### config.mk
export PLATFORM = sky130hd
export DESIGN_NAME = i2s_square_tone_gen_flat
export DESIGN_NICKNAME = d
export VERILOG_FILES = /design/src/rtl/i2s_square_tone_gen_pkg.sv /design/src/rtl/i2s_square_tone_gen_if.sv /design/src/rtl/i2s_square_tone_gen_sq_chan.sv /design/src/rtl/i2s_square_tone_gen.sv /design/src/flat_wrapper.sv
export SDC_FILE = /design/constraint.sdc
export NUM_CORES = 1
export LEC_CHECK = 0
export ABC_AREA = 1
export CAP_MARGIN = 20
export CORE_MARGIN = 2
export CORE_UTILIZATION = 40
export CTS_CLUSTER_DIAMETER = 40
export DETAILED_ROUTE_END_ITERATION = 10
export PLACE_DENSITY = 0.64
export SYNTH_ARGS = -nofsm -noshare
export SYNTH_HDL_FRONTEND = slang
export SYNTH_SLANG_ARGS = --single-unit
export TNS_END_PERCENT = 20
### constraint.sdc
create_clock -name clk -period 8.2 [get_ports clk]
set_input_delay 1.23 -clock clk [delete_from_list [all_inputs] [get_ports clk]]
set_output_delay 1.23 -clock clk [all_outputs]
set_load 0.1 [all_outputs]
### src/rtl/i2s_square_tone_gen_pkg.sv
// I2S framing constants, FSM state type and the saturating negate shared by the tone generator.
package i2s_pkg;

  // The data word starts this many bit slots after the lrck transition.
  localparam int unsigned I2S_DATA_DELAY = 1;
  localparam logic        LRCK_LEFT      = 1'b0;
  localparam logic        LRCK_RIGHT     = 1'b1;

  typedef enum logic {
    ST_IDLE = 1'b0,
    ST_RUN  = 1'b1
  } i2s_state_t;

  // Two's-complement negate of a w-bit value held in the low bits of amp; the
  // most negative code has no positive twin, so it clamps to the largest positive.
  function automatic logic [31:0] sat_neg(input logic [31:0] amp, input int unsigned w);
    logic [31:0] mask;
    logic [31:0] a;
    logic [31:0] mn;
    mask = (w >= 32) ? 32'hFFFF_FFFF : ((32'd1 << w) - 32'd1);
    a    = amp & mask;
    mn   = 32'd1 << (w - 1);
    if (a == mn) return mn - 32'd1;
    return (~a + 32'd1) & mask;
  endfunction

endpackage

### src/rtl/i2s_square_tone_gen_if.sv
// Serial I2S output bundle of the square tone generator.
interface i2s_square_tone_gen_if;
  logic bck;
  logic lrck;
  logic data;
  logic frame_strb;

  modport master (output bck, lrck, data, frame_strb);
  modport slave  (input  bck, lrck, data, frame_strb);
endinterface

### src/rtl/i2s_square_tone_gen_sq_chan.sv
// One square-wave channel: frame counter, phase bit and the per-frame sample latch.
module sq_chan
  import i2s_pkg::*;
#(
  parameter int SAMPLE_W = 16,
  parameter int PERIOD_W = 12
) (
  input  logic                clk,
  input  logic                rst_n,
  input  logic                i_latch,
  input  logic [SAMPLE_W-1:0] i_amp,
  input  logic [PERIOD_W-1:0] i_half,
  output logic [SAMPLE_W-1:0] o_sample
);

  logic [PERIOD_W-1:0] r_half;
  logic [PERIOD_W-1:0] r_cnt;
  logic                r_phase;
  logic [SAMPLE_W-1:0] r_sample;
  logic [PERIOD_W-1:0] w_cnt_nxt;
  logic                w_phase_nxt;

  // Closes out the previous frame with the half-period it was played with;
  // a shortened half-period wraps as soon as the count has reached it.
  always_comb begin
    w_cnt_nxt   = r_cnt + PERIOD_W'(1);
    w_phase_nxt = r_phase;
    if (r_half == '0) begin
      w_cnt_nxt   = '0;
      w_phase_nxt = 1'b0;
    end else if (r_cnt >= r_half - PERIOD_W'(1)) begin
      w_cnt_nxt   = '0;
      w_phase_nxt = ~r_phase;
    end
  end

  always_ff @(posedge clk or negedge rst_n) begin
    if (!rst_n) begin
      r_half   <= '0;
      r_cnt    <= '0;
      r_phase  <= 1'b0;
      r_sample <= '0;
    end else if (i_latch) begin
      r_half <= i_half;
      if (i_half == '0) begin
        r_cnt    <= '0;
        r_phase  <= 1'b0;
        r_sample <= '0;
      end else begin
        r_cnt    <= w_cnt_nxt;
        r_phase  <= w_phase_nxt;
        r_sample <= w_phase_nxt ? SAMPLE_W'(sat_neg(32'(i_amp), SAMPLE_W)) : i_amp;
      end
    end
  end

  assign o_sample = r_sample;

endmodule

### src/rtl/i2s_square_tone_gen.sv
// Stereo square-tone I2S source; bck/lrck/data are all registers in the clk domain.
//   state   | meaning
//   ST_IDLE | outputs parked at 0, waiting for enable to start a frame
//   ST_RUN  | serialising a frame of 2*SLOT_W bit slots
module i2s_square_tone_gen
  import i2s_pkg::*;
#(
  parameter int SAMPLE_W = 16,
  parameter int SLOT_W   = 32,
  parameter int CLK_DIV  = 2,
  parameter int PERIOD_W = 12
) (
  input  logic                 clk,
  input  logic                 rst_n,
  input  logic                 enable,
  input  logic [SAMPLE_W-1:0]  amp_l,
  input  logic [SAMPLE_W-1:0]  amp_r,
  input  logic [PERIOD_W-1:0]  half_l,
  input  logic [PERIOD_W-1:0]  half_r,
  i2s_square_tone_gen_if.master i2s
);

  localparam int DIV_W = (CLK_DIV > 1) ? $clog2(CLK_DIV) : 1;
  localparam int POS_W = $clog2(SLOT_W);
  localparam logic [DIV_W-1:0] DIV_LOAD = DIV_W'(CLK_DIV - 1);
  localparam logic [POS_W-1:0] POS_LAST = POS_W'(SLOT_W - 1);
  localparam logic [POS_W-1:0] POS_MSB  = POS_W'(I2S_DATA_DELAY);

  i2s_state_t          r_state;
  logic [DIV_W-1:0]    r_div;
  logic [POS_W-1:0]    r_pos;
  logic                r_bck;
  logic                r_lrck;
  logic                r_data;
  logic                r_strb;
  logic [SAMPLE_W-1:0] r_shift;

  logic                w_tick;
  logic                w_frame_end;
  logic                w_start;
  logic [SAMPLE_W-1:0] w_samp_l;
  logic [SAMPLE_W-1:0] w_samp_r;
  logic [SAMPLE_W-1:0] w_word;

  assign w_tick      = (r_state == ST_RUN) && (r_div == '0);
  assign w_frame_end = w_tick && r_bck && (r_lrck == LRCK_RIGHT) && (r_pos == POS_LAST);
  assign w_start     = ((r_state == ST_IDLE) || w_frame_end) && enable;
  assign w_word      = (r_lrck == LRCK_RIGHT) ? w_samp_r : w_samp_l;

  sq_chan #(.SAMPLE_W(SAMPLE_W), .PERIOD_W(PERIOD_W)) u_chan_l (
    .clk      (clk),
    .rst_n    (rst_n),
    .i_latch  (w_start),
    .i_amp    (amp_l),
    .i_half   (half_l),
    .o_sample (w_samp_l)
  );

  sq_chan #(.SAMPLE_W(SAMPLE_W), .PERIOD_W(PERIOD_W)) u_chan_r (
    .clk      (clk),
    .rst_n    (rst_n),
    .i_latch  (w_start),
    .i_amp    (amp_r),
    .i_half   (half_r),
    .o_sample (w_samp_r)
  );

  always_ff @(posedge clk or negedge rst_n) begin
    if (!rst_n) begin
      r_state <= ST_IDLE;
      r_div   <= '0;
      r_pos   <= '0;
      r_bck   <= 1'b0;
      r_lrck  <= LRCK_LEFT;
      r_data  <= 1'b0;
      r_strb  <= 1'b0;
      r_shift <= '0;
    end else begin
      r_strb <= w_start;
      if (w_start) begin
        r_state <= ST_RUN;
        r_div   <= DIV_LOAD;
        r_bck   <= 1'b0;
        r_pos   <= '0;
        r_lrck  <= LRCK_LEFT;
        r_data  <= 1'b0;
      end else if (w_frame_end) begin
        r_state <= ST_IDLE;
        r_div   <= '0;
        r_bck   <= 1'b0;
        r_pos   <= '0;
        r_lrck  <= LRCK_LEFT;
        r_data  <= 1'b0;
      end else if (r_state == ST_RUN) begin
        if (!w_tick) begin
          r_div <= r_div - DIV_W'(1);
        end else begin
          r_div <= DIV_LOAD;
          r_bck <= ~r_bck;
          // Falling bck edge: move to the next bit slot.
          if (r_bck) begin
            if (r_pos == POS_LAST) begin
              r_pos  <= '0;
              r_lrck <= LRCK_RIGHT;
              r_data <= 1'b0;
            end else begin
              r_pos <= r_pos + POS_W'(1);
              if (r_pos + POS_W'(1) == POS_MSB) begin
                r_data  <= w_word[SAMPLE_W-1];
                r_shift <= {w_word[SAMPLE_W-2:0], 1'b0};
              end else begin
                r_data  <= r_shift[SAMPLE_W-1];
                r_shift <= {r_shift[SAMPLE_W-2:0], 1'b0};
              end
            end
          end
        end
      end
    end
  end

  assign i2s.bck        = r_bck;
  assign i2s.lrck       = r_lrck;
  assign i2s.data       = r_data;
  assign i2s.frame_strb = r_strb;

endmodule

### src/flat_wrapper.sv
// flat-port wrapper written by rule: the top's interface ports become plain ports
module i2s_square_tone_gen_flat import i2s_pkg::*;
#(
  parameter int SAMPLE_W = 16,
  parameter int SLOT_W   = 32,
  parameter int CLK_DIV  = 2,
  parameter int PERIOD_W = 12
)
  (clk, rst_n, enable, amp_l, amp_r, half_l, half_r, i2s_bck, i2s_lrck, i2s_data, i2s_frame_strb);
  i2s_square_tone_gen_if i2s_i ();
  input  logic clk;
  input  logic rst_n;
  input  logic enable;
  input  logic [SAMPLE_W-1:0] amp_l;
  input  logic [SAMPLE_W-1:0] amp_r;
  input  logic [PERIOD_W-1:0] half_l;
  input  logic [PERIOD_W-1:0] half_r;
  output wire logic [$bits(i2s_i.bck)-1:0] i2s_bck;
  output wire logic [$bits(i2s_i.lrck)-1:0] i2s_lrck;
  output wire logic [$bits(i2s_i.data)-1:0] i2s_data;
  output wire logic [$bits(i2s_i.frame_strb)-1:0] i2s_frame_strb;
  assign i2s_bck = i2s_i.bck;
  assign i2s_lrck = i2s_i.lrck;
  assign i2s_data = i2s_i.data;
  assign i2s_frame_strb = i2s_i.frame_strb;
  i2s_square_tone_gen #(.SAMPLE_W(SAMPLE_W), .SLOT_W(SLOT_W), .CLK_DIV(CLK_DIV), .PERIOD_W(PERIOD_W)) u_core (.clk(clk), .rst_n(rst_n), .enable(enable), .amp_l(amp_l), .amp_r(amp_r), .half_l(half_l), .half_r(half_r), .i2s(i2s_i));
endmodule
==> out/notes.md, run 1 <==
* status: complete, no violations
* vertical die dimension: 138 µm
* library cell with the largest summed area after synthesis: dfrtp_1
* # H-tree levels: 3
* detailed-route wire length: 16200 µm
* startpoint of the worst setup timing path: u_core.i2s.lrck
* total number of vias: 6291
* total buffers and inverters traversed by the critical path: 1
* DRC violation count after routing: 0
* IO Count: 63
* later-pin clock latency in the skew report: 0.35 ns
* fa+ha+maj area frac: 6.13%
* Stages on worst setup path: 1
* maximum cell stage delay along the critical path: 1.28 ns
* pre-CTS setup slack: 4.54 ns
* Total Negative Setup Slacks: 0 ns
* async set-or-reset flop fraction in the synthesized netlist: 100%
* Combinational Power Share: 6.6%
* Synth Net Count: 1094
* total internal power: 0.000842 W
* final hold vios: 0
* highest metal layer used by the detailed router: met4
* peak supply drop: 94.7 µV
* sequential group power: 0.000532 W
* met1 routed wirelength after detailed routing: 8310 µm
* cell family with most CP delay: buffers and inverters
* number of antenna violations at the first check in global routing: 0
* mux frac, synth: 0%
* cell leakage power: 4.33 nW
* core utilization of the finished layout: 47.7%
* Multi-input comb cells: 723
* Worst Max-Slew Pin Slew: 1.01 ns
* number of non-clock inverters: 148
* OpenROAD warning count: 29
* kind of path behind the tightest hold check: reg -> reg
* leading cell types in the layout, fill and taps excluded: 264 x nand2_1, 144 x inv_1, 110 x nor2_1, 108 x dfrtp_1, 74 x o21ai_0
* global-route track usage on met1: 26.8%
* worst-case register-to-register setup slack: 4.84 ns
* worst r2r dst: u_core.u_chan_l.o_sample[6]
* crit path setup slack, layout: 4.62 ns
* WHS: 0.481 ns
* post-layout net count: 1147
* Routed Antenna Nets: 0
* depth of the worst hold-timing path: 2
* total met3 wirelength after detailed routing: 697 µm
* share of final-layout standard cells stronger than drive strength 1: 3.78%
* combinational gate area: 0.00378 mm²
* cell types with the largest area share after synthesis: dfrtp_1 38%, nand2_1 14%, inv_1 7.6%
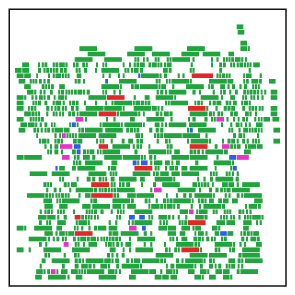
**Above:** run 1 (sizing map).
(2 px per µm)
Key: drive 2 = blue [cells 15, share 1.4%]; drive 3 to 4 = magenta [cells 12, share 1.1%]; drive 6 and up = red [cells 13, share 1.2%]; drive 1 or less = green [cells 1018, share 96%]

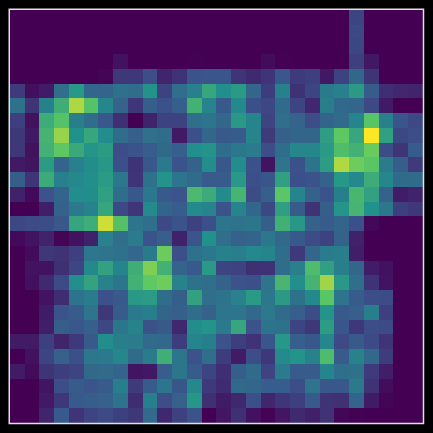
**Above:** run 1 (wire density map).
(3 px per µm) The die is cut into 28 by 28 equal tiles; dark purple is low, yellow is high, scaled to the fullest tile. Values are wire area over tile area, all layers added.
23% of the tiles are nearly empty. The mean over all tiles is 0.13. The densest ninth of the die: middle. 12% of the tiles are over half the peak. The fullest tile reaches 0.53.

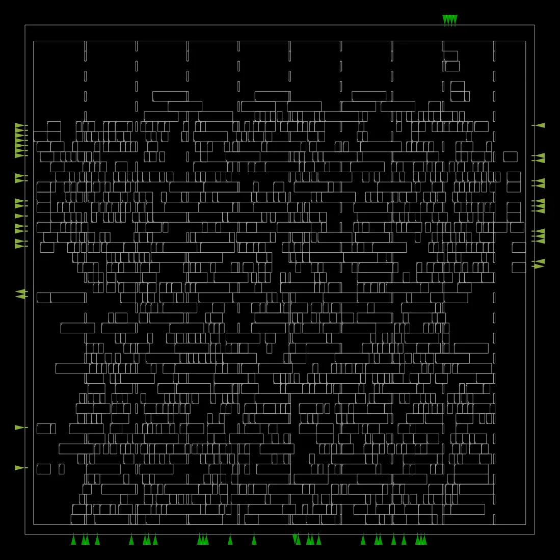
**Above:** run 1 (cell outlines without signal wires).
flip-flop and latch count: 108
std cell rows: 48
Tap Cells: 225
register share of the cell area: 32.7%

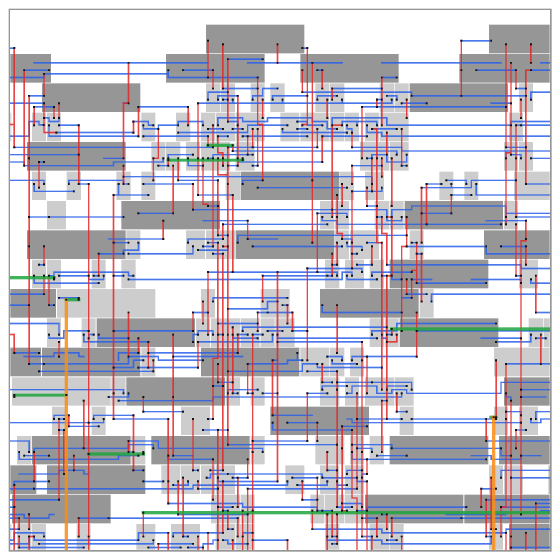
**Above:** run 1 (zoomed window).
Region (44, 71) to (94, 121) µm. Cells in grey, sequential cells in the stronger grey; small squares are vias.
Key: met1 = blue; met4 = orange; met2 = red; met3 = green
Sequential cells in the window: 30. Netlist names of flops here include u_core.r_shift (14), u_core.u_chan_l.o_sample (8), u_core.u_chan_r.o_sample (7). Most frequent: nand2_1 (55), dfrtp_1 (30), nor2_1 (22). 155 logic cells have their middle in the window.

==> inputs of run 2 (changes only) <==
==> constraint.sdc (replaced) <==
create_clock -name clk -period 3.72 [get_ports clk]
set_input_delay 0.558 -clock clk [delete_from_list [all_inputs] [get_ports clk]]
set_output_delay 0.558 -clock clk [all_outputs]
set_load 0.1 [all_outputs]
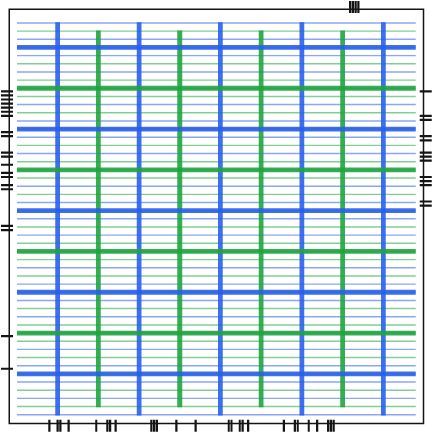
**Above:** run 2 (floorplan with the power grid).
(3 px per µm) Pins as bars on the die edge.
Key: VDD = green; VSS = blue
63 signal pins sit on the boundary. 49 met1 rails follow the rows. 9 straps on met5. 9 straps on met4. The core has 48 rows.
chip width: 138 µm
core box area: 0.0174 mm²

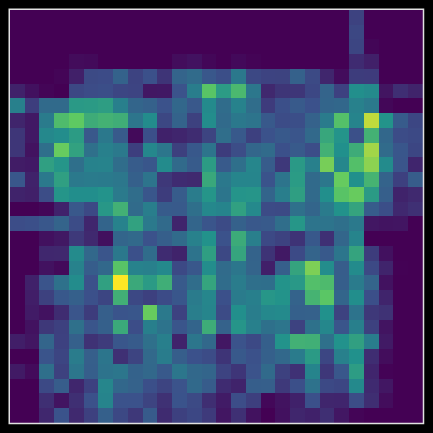
**Above:** run 2 (wire density map).
(3 px per µm) The die is cut into 28 by 28 equal tiles; dark purple is low, yellow is high, scaled to the fullest tile. Values are wire area over tile area, all layers added.
The mean over all tiles is 0.14. The fullest tile reaches 0.54. 11% of the tiles are over half the peak. 21% of the tiles are nearly empty.
detailed-route wire length: 16400 µm
average wire per standard cell: 12.7 µm
global-route usage over all layers: 18.7%

==> run 2 against run 1 <==
Net effect:
- sequential cell count did not move
- die size did not move
- power grew 110%
- design area is 0.35% lower
- sequential share of layout area up 0.11 points
- hold slack lost 0.26 ns
- global-route usage increased by 0.17 points
- largest cell class unchanged
- register-to-register slack lost 4.3 ns
- worst setup slack worse by 4.1 ns
- wire length grew 1.1%
- synthesized area is the same
- critical path type is now reg -> reg
==> out/notes.md, run 2 <==
* WHS: 0.226 ns, -0.255 ns
* final hold vios: 0, unchanged
* leading cell types in the layout, fill and taps excluded: 264 x nand2_1, 144 x inv_1, 110 x nor2_1, 108 x dfrtp_1, 74 x o21ai_0
* worst r2r dst: u_core.u_chan_l.o_sample[5]
* core utilization of the finished layout: 47.5%, -0.17 points
* Synth Net Count: 1094, unchanged
* DRC violation count after routing: 0, unchanged
* library cell with the largest summed area after synthesis: dfrtp_1
* post-layout net count: 1149, +0.17%
* register share of the cell area: 32.8%, +0.11 points
* total buffers and inverters traversed by the critical path: 2, +1
* total met3 wirelength after detailed routing: 700 µm, +0.43%
* pre-CTS setup slack: 0.523 ns, -4.02 ns
* total number of vias: 6365, +1.2%
* Stages on worst setup path: 20, +19
* status: complete, no violations
* Multi-input comb cells: 723, unchanged
* cell family with most CP delay: simple AND/OR/NAND/NOR gates
* maximum cell stage delay along the critical path: 0.38 ns, -0.90 ns
* # H-tree levels: 3, unchanged
No activity file was given, so power comes from the tool's default toggle rates.
